### config.mk
export PLATFORM = sky130hd
export DESIGN_NAME = ec_scalar_mult_ctrl
export DESIGN_NICKNAME = d
export VERILOG_FILES = /design/src/rtl/biblioteca_mea.sv /design/src/rtl/ec_scalar_mult_ctrl.sv
export SDC_FILE = /design/constraint.sdc
export NUM_CORES = 1
export LEC_CHECK = 0
export ABC_CLOCK_PERIOD_IN_PS = 45600
export CAP_MARGIN = 5
export CORE_MARGIN = 4
export CORE_UTILIZATION = 65
export CTS_CLUSTER_DIAMETER = 40
export DETAILED_ROUTE_END_ITERATION = 12
export PLACE_DENSITY = 0.95
export SYNTH_ARGS = -nofsm -noshare
export SYNTH_HDL_FRONTEND = slang
export SYNTH_SLANG_ARGS = --single-unit
export TNS_END_PERCENT = 1
### constraint.sdc
create_clock -name CLK100MHZ -period 45.6 [get_ports CLK100MHZ]
set_input_delay 13.68 -clock CLK100MHZ [delete_from_list [all_inputs] [get_ports CLK100MHZ]]
set_output_delay 13.68 -clock CLK100MHZ [all_outputs]
set_load 0.01 [all_outputs]
### src/rtl/biblioteca_mea.sv
// biblioteca_mea: curve constants, point type and scalar-mult controller states
`ifndef NR_BITI
`define NR_BITI 5
`endif
package biblioteca_mea;
  localparam int P_MOD = 29;
  localparam int A_COEF = 4;
  localparam int B_COEF = 20;
  localparam int CURVE_ORD = 37;
  typedef struct packed {
    logic [`NR_BITI-1:0] x;
    logic [`NR_BITI-1:0] y;
    logic inf;
  } punct;
  typedef enum logic [2:0] {IDLE, SCAN, DBL, ADD, FIN} sm_state;
endpackage

### src/rtl/ec_scalar_mult_ctrl.sv
// ec_scalar_mult_ctrl: left-to-right double-and-add sequencer driving an external point unit
module ec_scalar_mult_ctrl
  import biblioteca_mea::*;
#(
  parameter int W = `NR_BITI,
  parameter int KB = 16,
  parameter int ORD = CURVE_ORD
) (
  input  logic          CLK100MHZ,
  input  logic          RST,
  input  logic          start,
  input  logic [KB-1:0] k,
  input  logic [W-1:0]  px,
  input  logic [W-1:0]  py,
  output logic          busy,
  output logic          done,
  output logic [W-1:0]  rx,
  output logic [W-1:0]  ry,
  output logic          rinf,
  output logic          op_start,
  output logic          op_dbl,
  output logic [W-1:0]  op_ax,
  output logic [W-1:0]  op_ay,
  output logic          op_ainf,
  output logic [W-1:0]  op_bx,
  output logic [W-1:0]  op_by,
  input  logic          op_done,
  input  logic [W-1:0]  op_rx,
  input  logic [W-1:0]  op_ry,
  input  logic          op_rinf
);
  localparam int IW = (KB > 1) ? $clog2(KB) : 1;
  sm_state state, state_n;
  logic [KB-1:0] kr, kr_n;
  logic [IW-1:0] i, i_n;
  logic [W-1:0] bx, by, bx_n, by_n, ox, oy, ox_n, oy_n;
  logic oinf, oinf_n, pend, pend_n, ack;
  punct r, r_n;
  always_comb begin
    state_n = state;
    kr_n = kr;
    i_n = i;
    bx_n = bx;
    by_n = by;
    r_n = r;
    ox_n = ox;
    oy_n = oy;
    oinf_n = oinf;
    pend_n = pend;
    ack = pend && op_done;
    op_start = 1'b0;
    op_dbl = state == DBL;
    op_ax = r.x;
    op_ay = r.y;
    op_ainf = r.inf;
    op_bx = bx;
    op_by = by;
    busy = state != IDLE;
    done = state == FIN;
    rx = done ? r.x : ox;
    ry = done ? r.y : oy;
    rinf = done ? r.inf : oinf;
    unique case (state)
      IDLE: if (start) begin
        kr_n = KB'(k % ORD);
        bx_n = px;
        by_n = py;
        i_n = IW'(KB - 1);
        state_n = SCAN;
      end
      SCAN: if (kr == '0) begin
        r_n.inf = 1'b1;
        state_n = FIN;
      end else if (kr[i]) begin
        r_n = '{x: bx, y: by, inf: 1'b0};
        i_n = (i == '0) ? i : i - 1'b1;
        state_n = (i == '0) ? FIN : DBL;
      end else begin
        i_n = i - 1'b1;
      end
      DBL, ADD: begin
        op_start = !pend;
        pend_n = 1'b1;
        if (ack) begin
          r_n = '{x: op_rx, y: op_ry, inf: op_rinf};
          pend_n = 1'b0;
          if (state == DBL && kr[i]) state_n = ADD;
          else if (i == '0) state_n = FIN;
          else begin
            i_n = i - 1'b1;
            state_n = DBL;
          end
        end
      end
      FIN: begin
        ox_n = r.x;
        oy_n = r.y;
        oinf_n = r.inf;
        state_n = IDLE;
      end
      default: state_n = IDLE;
    endcase
  end
  always_ff @(posedge CLK100MHZ) begin
    if (RST) begin
      state <= IDLE;
      kr <= '0;
      i <= '0;
      bx <= '0;
      by <= '0;
      r <= '{x: '0, y: '0, inf: 1'b1};
      ox <= '0;
      oy <= '0;
      oinf <= 1'b1;
      pend <= 1'b0;
    end else begin
      state <= state_n;
      kr <= kr_n;
      i <= i_n;
      bx <= bx_n;
      by <= by_n;
      r <= r_n;
      ox <= ox_n;
      oy <= oy_n;
      oinf <= oinf_n;
      pend <= pend_n;
    end
  end
endmodule

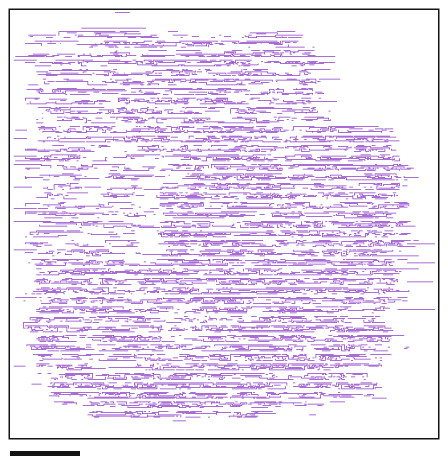
Fig. 1. The metal 1 layer.
Scale bar: 20 µm.
The wires run mostly horizontal. The layer carries 10700 µm of wire. 1187 nets have wire on it.

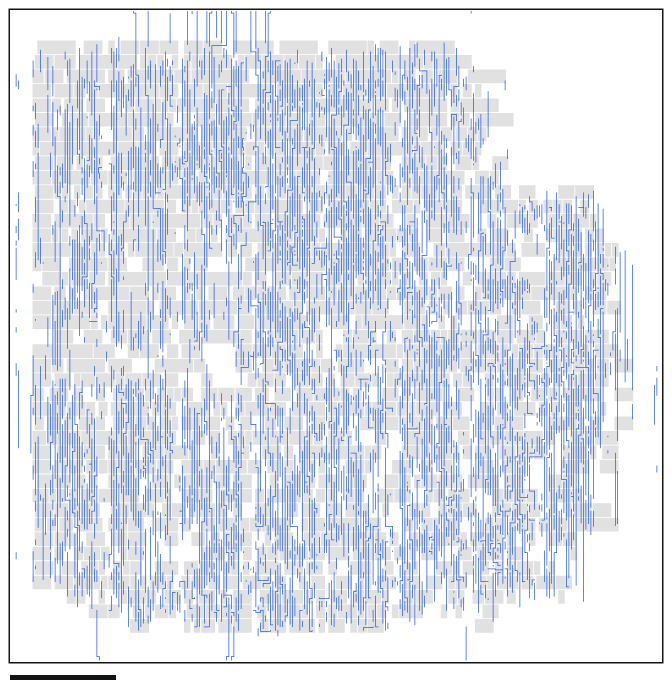
Fig. 2. Metal 2.
Scale bar: 20 µm. Cells faint in the background.
The wires run mostly vertical. The layer carries 11600 µm of wire. The longest straight run is 32.6 µm. 1138 nets have wire on it.

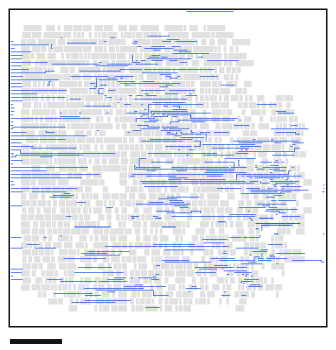
Fig. 3. The metal 3 layer.
Scale bar: 20 µm. Cells faint in the background.
The layer carries 3010 µm of wire. 277 nets have wire on it. The longest straight run is 47.8 µm. The wires run mostly horizontal. The layer holds 11% of the routed length.
DRT Wirelength: 26300 µm
Global Route met3 Usage: 8.39%
via count: 10100

==> metrics.cfg <==
[run_status]
status=completed

[clocking]
clock_path_buffers=2
cts_made_buffers=5
htreeDepth=2
cts_tree=built
cts.root.buffer_cell=clkbuf_16

[drt]
routed_via_density=7.23
drt_iter0_markers=1346

[placement]
placed_area_um2=9220

[global_route]
grt_pass1_wl_um=43500
busiest_layer=met2
grt_max_degree=57
antenna_found_initial=0

[worst_setup_path]
path_buffers=2
cpLargestDelayFamily=AND-OR/OR-AND gates
reg2reg_slack_ps=42670
crit_top_cell=xnor2_1
slowest_delay_ps=750

[synthesis]
synth_area_um2=8540
ys_area_um2=8540
ys_cells=1215

[final_timing]
clock.fmax_mhz=36.5
final.period_utilization_pct=60.1
rsz0062_at_grt=false

[floorplanning]
design.core.area_um2=12700
fp-utilization_pct=67.1
die_area_um2=15000

[flow_run]
maxCapViolations=0

[layout]
drive_above_1_share_pct=8.64

[hold_path]
hold_path_end=op_bx[3]

[cell usage after synthesis (15+ instances only)]
cell type / number / area [µm²]
nor2_1: 108 / 405
a21oi_1: 83 / 415
and3_1: 19 / 119
o211ai_1: 20 / 150
o21ai_0: 67 / 335
nor3_1: 43 / 215
clkbuf_1: 48 / 180
xor2_1: 16 / 140
buf_2: 16 / 80.1
nand2b_1: 18 / 113
xnor2_1: 46 / 403
or3_1: 19 / 119
a211oi_1: 22 / 165
nor2b_1: 17 / 106
a311oi_1: 15 / 131
o31ai_1: 17 / 128
inv_1: 23 / 86.3
nand3_1: 56 / 280
nand2_1: 143 / 537
mux2i_1: 20 / 200
dfxtp_1: 56 / 1120
nand4_1: 20 / 125
mux2_2: 20 / 225
[registers in the layout, summed over array words and instances (netlist names)]
signal   count
oinf         1
state        3
kr          16
op_ax        5
i            4
op_bx        5
op_by        5
op_ainf      1
op_ay        5
ox           5
oy           5
pend         1
[layout by cell type (no fill, tap or decap), types with 22 or more instances in the layout]
cell type	synthesis	routed
a211oi_1	22	22
a21oi_1	83	83
clkdlybuf4s50_1	0	75
dfxtp_1	56	56
inv_1	23	23
nand2_1	143	143
nand3_1	56	56
nor2_1	108	108
nor3_1	43	42
o21ai_0	67	67
xnor2_1	46	46
[per-layer routing]
layer	wire [µm]	vias up
met1	10700	4618
met4	1020	0
met3	3010	137
met5	0	-
met2	11600	663
li1	-	4690
[kinds of logic after synthesis]
group / after synthesis / share of synthesized area, %
compound gates: 404 / 34.8
xor+xnor: 63 / 6.62
fa+ha+maj: 10 / 1.35
buf+inv: 101 / 4.98
flops: 56 / 13.1
mux: 47 / 6.62
simple gates: 534 / 32.5
[worst reg2reg max path, stage by stage, from the launching register on]
cell and delay (ps):
dfxtp_1 540, mux4_2 580, mux4_2 570, nor3_1 470, a21oi_1 140, o21ai_0 340, a22oi_1 130, nor2_1 100
[final cells by class]
cell class	count	area (µm²)
clock buffer	5	125
clock inverter	3	21.3
fill	1004	3360
inverter	25	93.8
multi-input combinational	1058	7000
sequential	56	1120
tap	172	215
timing repair buffer	80	786
[stage by stage]
stage / cells / worst slack (ps)
finish: 1399 / 18190
global route: 1399 / 17110
CTS: 1399 / 18640
detailed placement: 1391 / 18470
global placement: 1391 / 18870
floorplan: 1215 / 21280
[worst max-delay path by stage]
stage,to,from,slack (ps),cells after the start
global placement,kr[11],k[10],18870,42
CTS,kr[13],k[11],18640,43
detailed placement,kr[11],k[11],18470,43
global route,kr[11],k[11],17110,42
finish,kr[11],k[11],18190,42
floorplan,kr[10],k[10],21280,47
